--- src/rtl/key_debounce_pkg.sv ---
// ============================================================================
// Module   : key_debounce_pkg
// Brief    : Shared state encoding and counter widths for the key debouncer.
// Revision : 1.0 - initial release
// ============================================================================
`default_nettype none

package key_debounce_pkg;

  typedef enum logic [1:0] {
    STABLE_LO = 2'd0,
    WAIT_HI   = 2'd1,
    STABLE_HI = 2'd2,
    WAIT_LO   = 2'd3
  } state_e;

  localparam int CNT_W  = 16;
  localparam int HOLD_W = 24;

endpackage

`default_nettype wire

--- src/rtl/key_debounce_ch.sv ---
// ============================================================================
// Module   : key_debounce_ch
// Brief    : One debounced key channel: 2-flop synchronizer, 4-state FSM,
//            press/release pulses; long-press pulse with KEY_DEBOUNCE_LONG_EN.
// Revision : 1.0 - initial release
// ============================================================================
`default_nettype none

module key_debounce_ch
  import key_debounce_pkg::*;
#(
  parameter int DEBOUNCE_CYCLES = 65536,
  parameter int LONG_CYCLES     = 16777216
) (
  input  logic clk,
  input  logic rst,
  input  logic key_in,
  output logic key_level,
  output logic key_press,
  output logic key_release
`ifdef KEY_DEBOUNCE_LONG_EN
  ,
  output logic key_long
`endif
);

  localparam logic [CNT_W-1:0] CNT_LAST = CNT_W'(DEBOUNCE_CYCLES - 1);

  logic             r_sync1;
  logic             r_s;
  state_e           r_state;
  state_e           w_state_nxt;
  logic [CNT_W-1:0] r_cnt;
  logic [CNT_W-1:0] w_cnt_nxt;
  logic             w_press_nxt;
  logic             w_release_nxt;
  logic             r_press;
  logic             r_release;

  always_comb begin
    w_state_nxt   = r_state;
    w_cnt_nxt     = '0;
    w_press_nxt   = 1'b0;
    w_release_nxt = 1'b0;
    case (r_state)
      STABLE_LO: if (r_s) w_state_nxt = WAIT_HI;
      WAIT_HI: begin
        if (!r_s) begin
          w_state_nxt = STABLE_LO;
        end else if (r_cnt == CNT_LAST) begin
          w_state_nxt = STABLE_HI;
          w_press_nxt = 1'b1;
        end else begin
          w_cnt_nxt = r_cnt + 1'b1;
        end
      end
      STABLE_HI: if (!r_s) w_state_nxt = WAIT_LO;
      WAIT_LO: begin
        if (r_s) begin
          w_state_nxt = STABLE_HI;
        end else if (r_cnt == CNT_LAST) begin
          w_state_nxt   = STABLE_LO;
          w_release_nxt = 1'b1;
        end else begin
          w_cnt_nxt = r_cnt + 1'b1;
        end
      end
      default: w_state_nxt = STABLE_LO;
    endcase
  end

  always_ff @(posedge clk) begin
    if (rst) begin
      r_sync1   <= 1'b0;
      r_s       <= 1'b0;
      r_state   <= STABLE_LO;
      r_cnt     <= '0;
      r_press   <= 1'b0;
      r_release <= 1'b0;
    end else begin
      r_sync1   <= key_in;
      r_s       <= r_sync1;
      r_state   <= w_state_nxt;
      r_cnt     <= w_cnt_nxt;
      r_press   <= w_press_nxt;
      r_release <= w_release_nxt;
    end
  end

  // The upper state bit is exactly the debounced level under this encoding.
  assign key_level   = r_state[1];
  assign key_press   = r_press;
  assign key_release = r_release;

`ifdef KEY_DEBOUNCE_LONG_EN
  localparam int HOLD_CAP_I = (LONG_CYCLES > (2 ** HOLD_W) - 1) ? (2 ** HOLD_W) - 1 : LONG_CYCLES;
  localparam logic [HOLD_W-1:0] HOLD_CAP  = HOLD_W'(HOLD_CAP_I);
  localparam logic [HOLD_W-1:0] HOLD_FIRE = HOLD_W'(LONG_CYCLES - 2);

  logic [HOLD_W-1:0] r_hold;
  logic              r_long;

  // Cleared only on a real press, so a release bounce cannot re-arm the pulse.
  always_ff @(posedge clk) begin
    if (rst) begin
      r_hold <= '0;
      r_long <= 1'b0;
    end else begin
      r_long <= 1'b0;
      if (w_press_nxt) begin
        r_hold <= '0;
      end else if (r_state[1]) begin
        if (r_hold != HOLD_CAP) r_hold <= r_hold + 1'b1;
        if (r_hold == HOLD_FIRE) r_long <= 1'b1;
      end
    end
  end

  assign key_long = r_long;
`endif

endmodule

`default_nettype wire

--- src/rtl/key_debounce.sv ---
// ============================================================================
// Module   : key_debounce
// Brief    : NKEY independent debounced key channels. Optional long-press
//            output enabled by defining KEY_DEBOUNCE_LONG_EN.
// Revision : 1.0 - initial release
// ============================================================================
`default_nettype none

module key_debounce
  import key_debounce_pkg::*;
#(
  parameter int NKEY            = 2,
  parameter int DEBOUNCE_CYCLES = 65536,
  parameter int LONG_CYCLES     = 16777216
) (
  input  logic            clk,
  input  logic            rst,
  input  logic [NKEY-1:0] key_in,
  output logic [NKEY-1:0] key_level,
  output logic [NKEY-1:0] key_press,
  output logic [NKEY-1:0] key_release
`ifdef KEY_DEBOUNCE_LONG_EN
  ,
  output logic [NKEY-1:0] key_long
`endif
);

  for (genvar i = 0; i < NKEY; i++) begin : g_ch
    key_debounce_ch #(
      .DEBOUNCE_CYCLES(DEBOUNCE_CYCLES),
      .LONG_CYCLES    (LONG_CYCLES)
    ) u_ch (
      .clk        (clk),
      .rst        (rst),
      .key_in     (key_in[i]),
      .key_level  (key_level[i]),
      .key_press  (key_press[i]),
      .key_release(key_release[i])
`ifdef KEY_DEBOUNCE_LONG_EN
      ,
      .key_long   (key_long[i])
`endif
    );
  end

endmodule

`default_nettype wire

--- config.mk ---
export PLATFORM = sky130hd
export DESIGN_NAME = key_debounce
export DESIGN_NICKNAME = d
export VERILOG_FILES = /design/src/rtl/key_debounce_pkg.sv /design/src/rtl/key_debounce_ch.sv /design/src/rtl/key_debounce.sv
export SDC_FILE = /design/constraint.sdc
export NUM_CORES = 1
export LEC_CHECK = 0
export CORE_MARGIN = 2
export CORE_UTILIZATION = 30
export DETAILED_ROUTE_END_ITERATION = 6
export PLACE_DENSITY = 0.44
export SYNTH_ARGS = -nofsm -noshare
export SYNTH_HDL_FRONTEND = slang
export SYNTH_SLANG_ARGS = --single-unit
--- constraint.sdc ---
create_clock -name clk -period 2.13 [get_ports clk]
set_clock_uncertainty 0.2 [all_clocks]
set_input_delay 0.213 -clock clk [delete_from_list [all_inputs] [get_ports clk]]
set_output_delay 0.213 -clock clk [all_outputs]
set_load 0.03 [all_outputs]
Fig. 1: routing congestion map
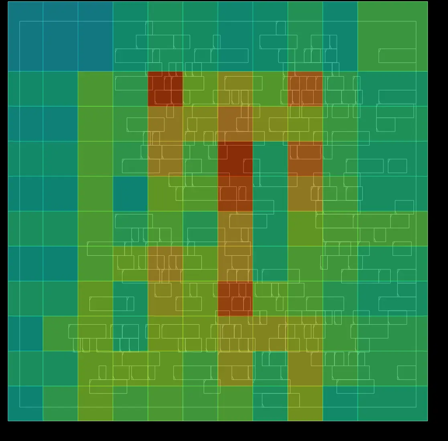
routing usage on met3: 3.57%
post-DR wirelength/cell: 11.0 µm
global route hottest layer: met2

Fig. 2: placement by cell class
Scale bar: 20 µm.
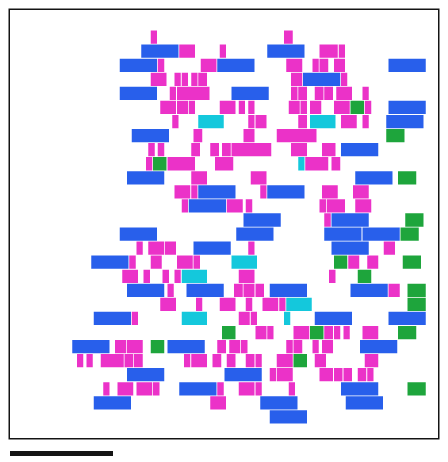
magenta -> remaining logic cells  # cells 151, share of their area 45%
cyan -> clock drivers and dummy loads  # cells 8, share of their area 4.4%
green -> remaining buffers and delay cells  # cells 17, share of their area 7.3%
blue -> registers  # cells 44, share of their area 43%

==> impl_metrics.yaml <==
# flow metrics
outcome:
  status: "complete, no violations"
power:
  pg_clk_mw: 0.535
  power_frac_comb_pct: 1.4
  power_leader: "sequential cells"
  sequentialPower_mw: 0.829
  sw_frac_of_total_pct: 20.3
  peakVddDrop_uv: 276
  comb-power_mw: 0.0188
  sequentialPowerShare_pct: 59.9
  power.internal_mw: 1.10
finish:
  drive_gt1_share_pct: 10.9
  final_common_cell: "dfxtp_1"
  diodes: 0
  logic_area_um2: 896
  lay_top_cells: "44 x dfxtp_1, 38 x nor2_1, 19 x xnor2_1, 14 x nand2_1, 11 x nand3_1"
  fillers: 631
  fin_area_um2: 2140
final_timing:
  final-setup-viol-count: 0
  worstMarginPinSlew_ns: 0.367
  setup-tns-final_ns: 0
  finalClockPeriodUsage_pct: 89.9
  rsz0062_at_grt: "no"
  relSlewSlack_pct: 75.4
  fmax_mhz: 522
worst_setup_path:
  crit_fanout: 5
  r2r_cells: 5
  critPathTopFamily: "simple AND/OR/NAND/NOR gates"
  start_kind: "flop"
  worstPathArrival_ns: 1.91
  worstPathCellList: "ha_2 > nand4_4 > nor4_4 > nand4_2 > nor4b_1"
  cp-end-kind: "flop"
  worstSetupPathType: "flop to flop"
  slowest_delay_ns: 0.40
  crit_slowest_cell: "dfxtp_1"
logic_synthesis:
  common_cells: "44 x dfxtp_1, 38 x nor2_1, 19 x xnor2_1"
  synthAdderAreaFrac_pct: 1.34
  synthAoiAreaFrac_pct: 3.43
  syn_area_um2: 1860
  topCombFamilyByArea: "simple AND/OR/NAND/NOR gates"
  top_cells_by_area: "dfxtp_1 47%, xnor2_1 8.9%, nor2_1 7.7%"
  ys.flops: 44
  syn-num-nets: 209
  synth_top_cell_by_area: "dfxtp_1"
  synth-simple-area-share_pct: 29.5
  synthFlopType: "dfxtp_1"
  ys_warn_count: 0
  yosysMostFrequentCell: "dfxtp_1"
  ys_seq_share_pct: 47.3
  synthArstFlopShare_pct: 0
  syn_avg_cell_area_um2: 9.17
clock_network:
  postCtsSetupRepairBufs: 0
  h-tree-depth: 2
  clkLatencyLatePin_ns: 0.29
  cts_tree: "built"
  root_buffer: "clkbuf_8"
place:
  dp.cells: 287
  dpl.hpwl_mm: 2.30
  post_dp_cell_area_um2: 2050
floorplan:
  rows: 28
  die_w_um: 82.8
  die_area_um2: 6850
  fp_util_pct: 31.3
  core_area_um2: 5960
min_path:
  hold_path_depth: 1
global_routing:
  grtUsageTotal_pct: 10.8
  grt_max_degree: 17
  gr-total-overflow: 0
  grt_pass1_wl_mm: 5.62
detailed_routing:
  postRouteAntennaNets: 0
  viasPerCell: 4.45
flow_run:
  cap_violations: 0
  tool_warnings: 26
Fig. 3: signal wires by layer
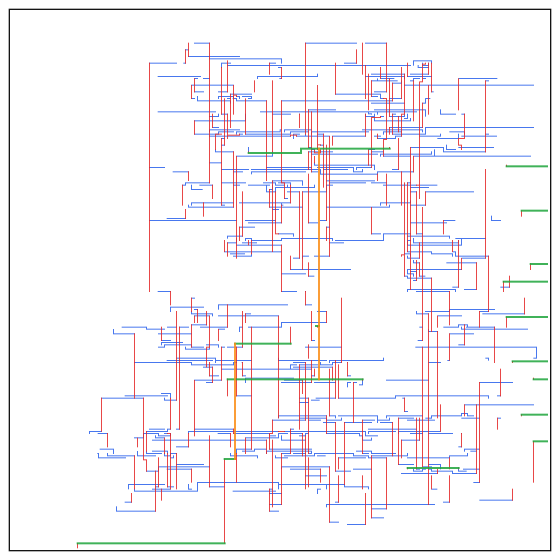
red -> M2  # wire length 1300 µm
orange -> M4  # wire length 53.0 µm
blue -> M1  # wire length 1770 µm
green -> M3  # wire length 123 µm

[state kept, by name, summed over array words and instances (netlist names), named ones only]
register,cells
g_ch.u_ch.r_sync1,2
g_ch.u_ch.key_release,2
g_ch.u_ch.r_state,2
g_ch.u_ch.r_cnt,32
g_ch.u_ch.key_press,2
g_ch.u_ch.r_s,2
[metrics by stage]
| stage | total power, mW | util [%] | setup WS (ns) | hold WS (ns) |
|---|---|---|---|---|
| global placement | 0.868 | 34.4 | 0.220 | 0.221 |
| floorplan | 0.855 | - | 0.278 | 0.0821 |
| finish | 1.38 | 35.9 | 0.216 | 0.241 |
| global route | 1.44 | 35.9 | 0.0137 | 0.268 |
| detailed placement | 0.868 | 34.4 | 0.173 | 0.231 |
| CTS | 1.41 | 35.9 | 0.160 | 0.251 |
[worst paths after layout]
path                         start                       end  slack (ns)
max          g_ch[0].u_ch.r_cnt[1]  g_ch[0].u_ch.key_release        0.22
min           g_ch[1].u_ch.r_sync1          g_ch[1].u_ch.r_s        0.24
max reg2reg  g_ch[0].u_ch.r_cnt[1]  g_ch[0].u_ch.key_release        0.22
min reg2reg   g_ch[1].u_ch.r_sync1          g_ch[1].u_ch.r_s        0.24
[repair_timing]
action | 4_1_cts | 5_1_grt
setup endpoints to repair | 0 | 3
hold buffers | 0 | 0
resized | 0 | 1
[per-layer routing]
layer	wire, µm	vias to the layer above	global-route usage, %
met2	1300	20	16.5
met4	53	0	4.43
met1	1770	575	14.0
met3	122	5	3.57
li1	-	713	-
met5	0	-	0
[layout make-up]
type | count | area share (%)
multi-input cells | 143 | 41.8
flip-flops and latches | 44 | 41.1
repair buffers | 17 | 7.01
well taps | 75 | 4.38
clock buffers | 8 | 4.21
inverters | 8 | 1.40
Power is estimated from default activity; no workload was simulated.
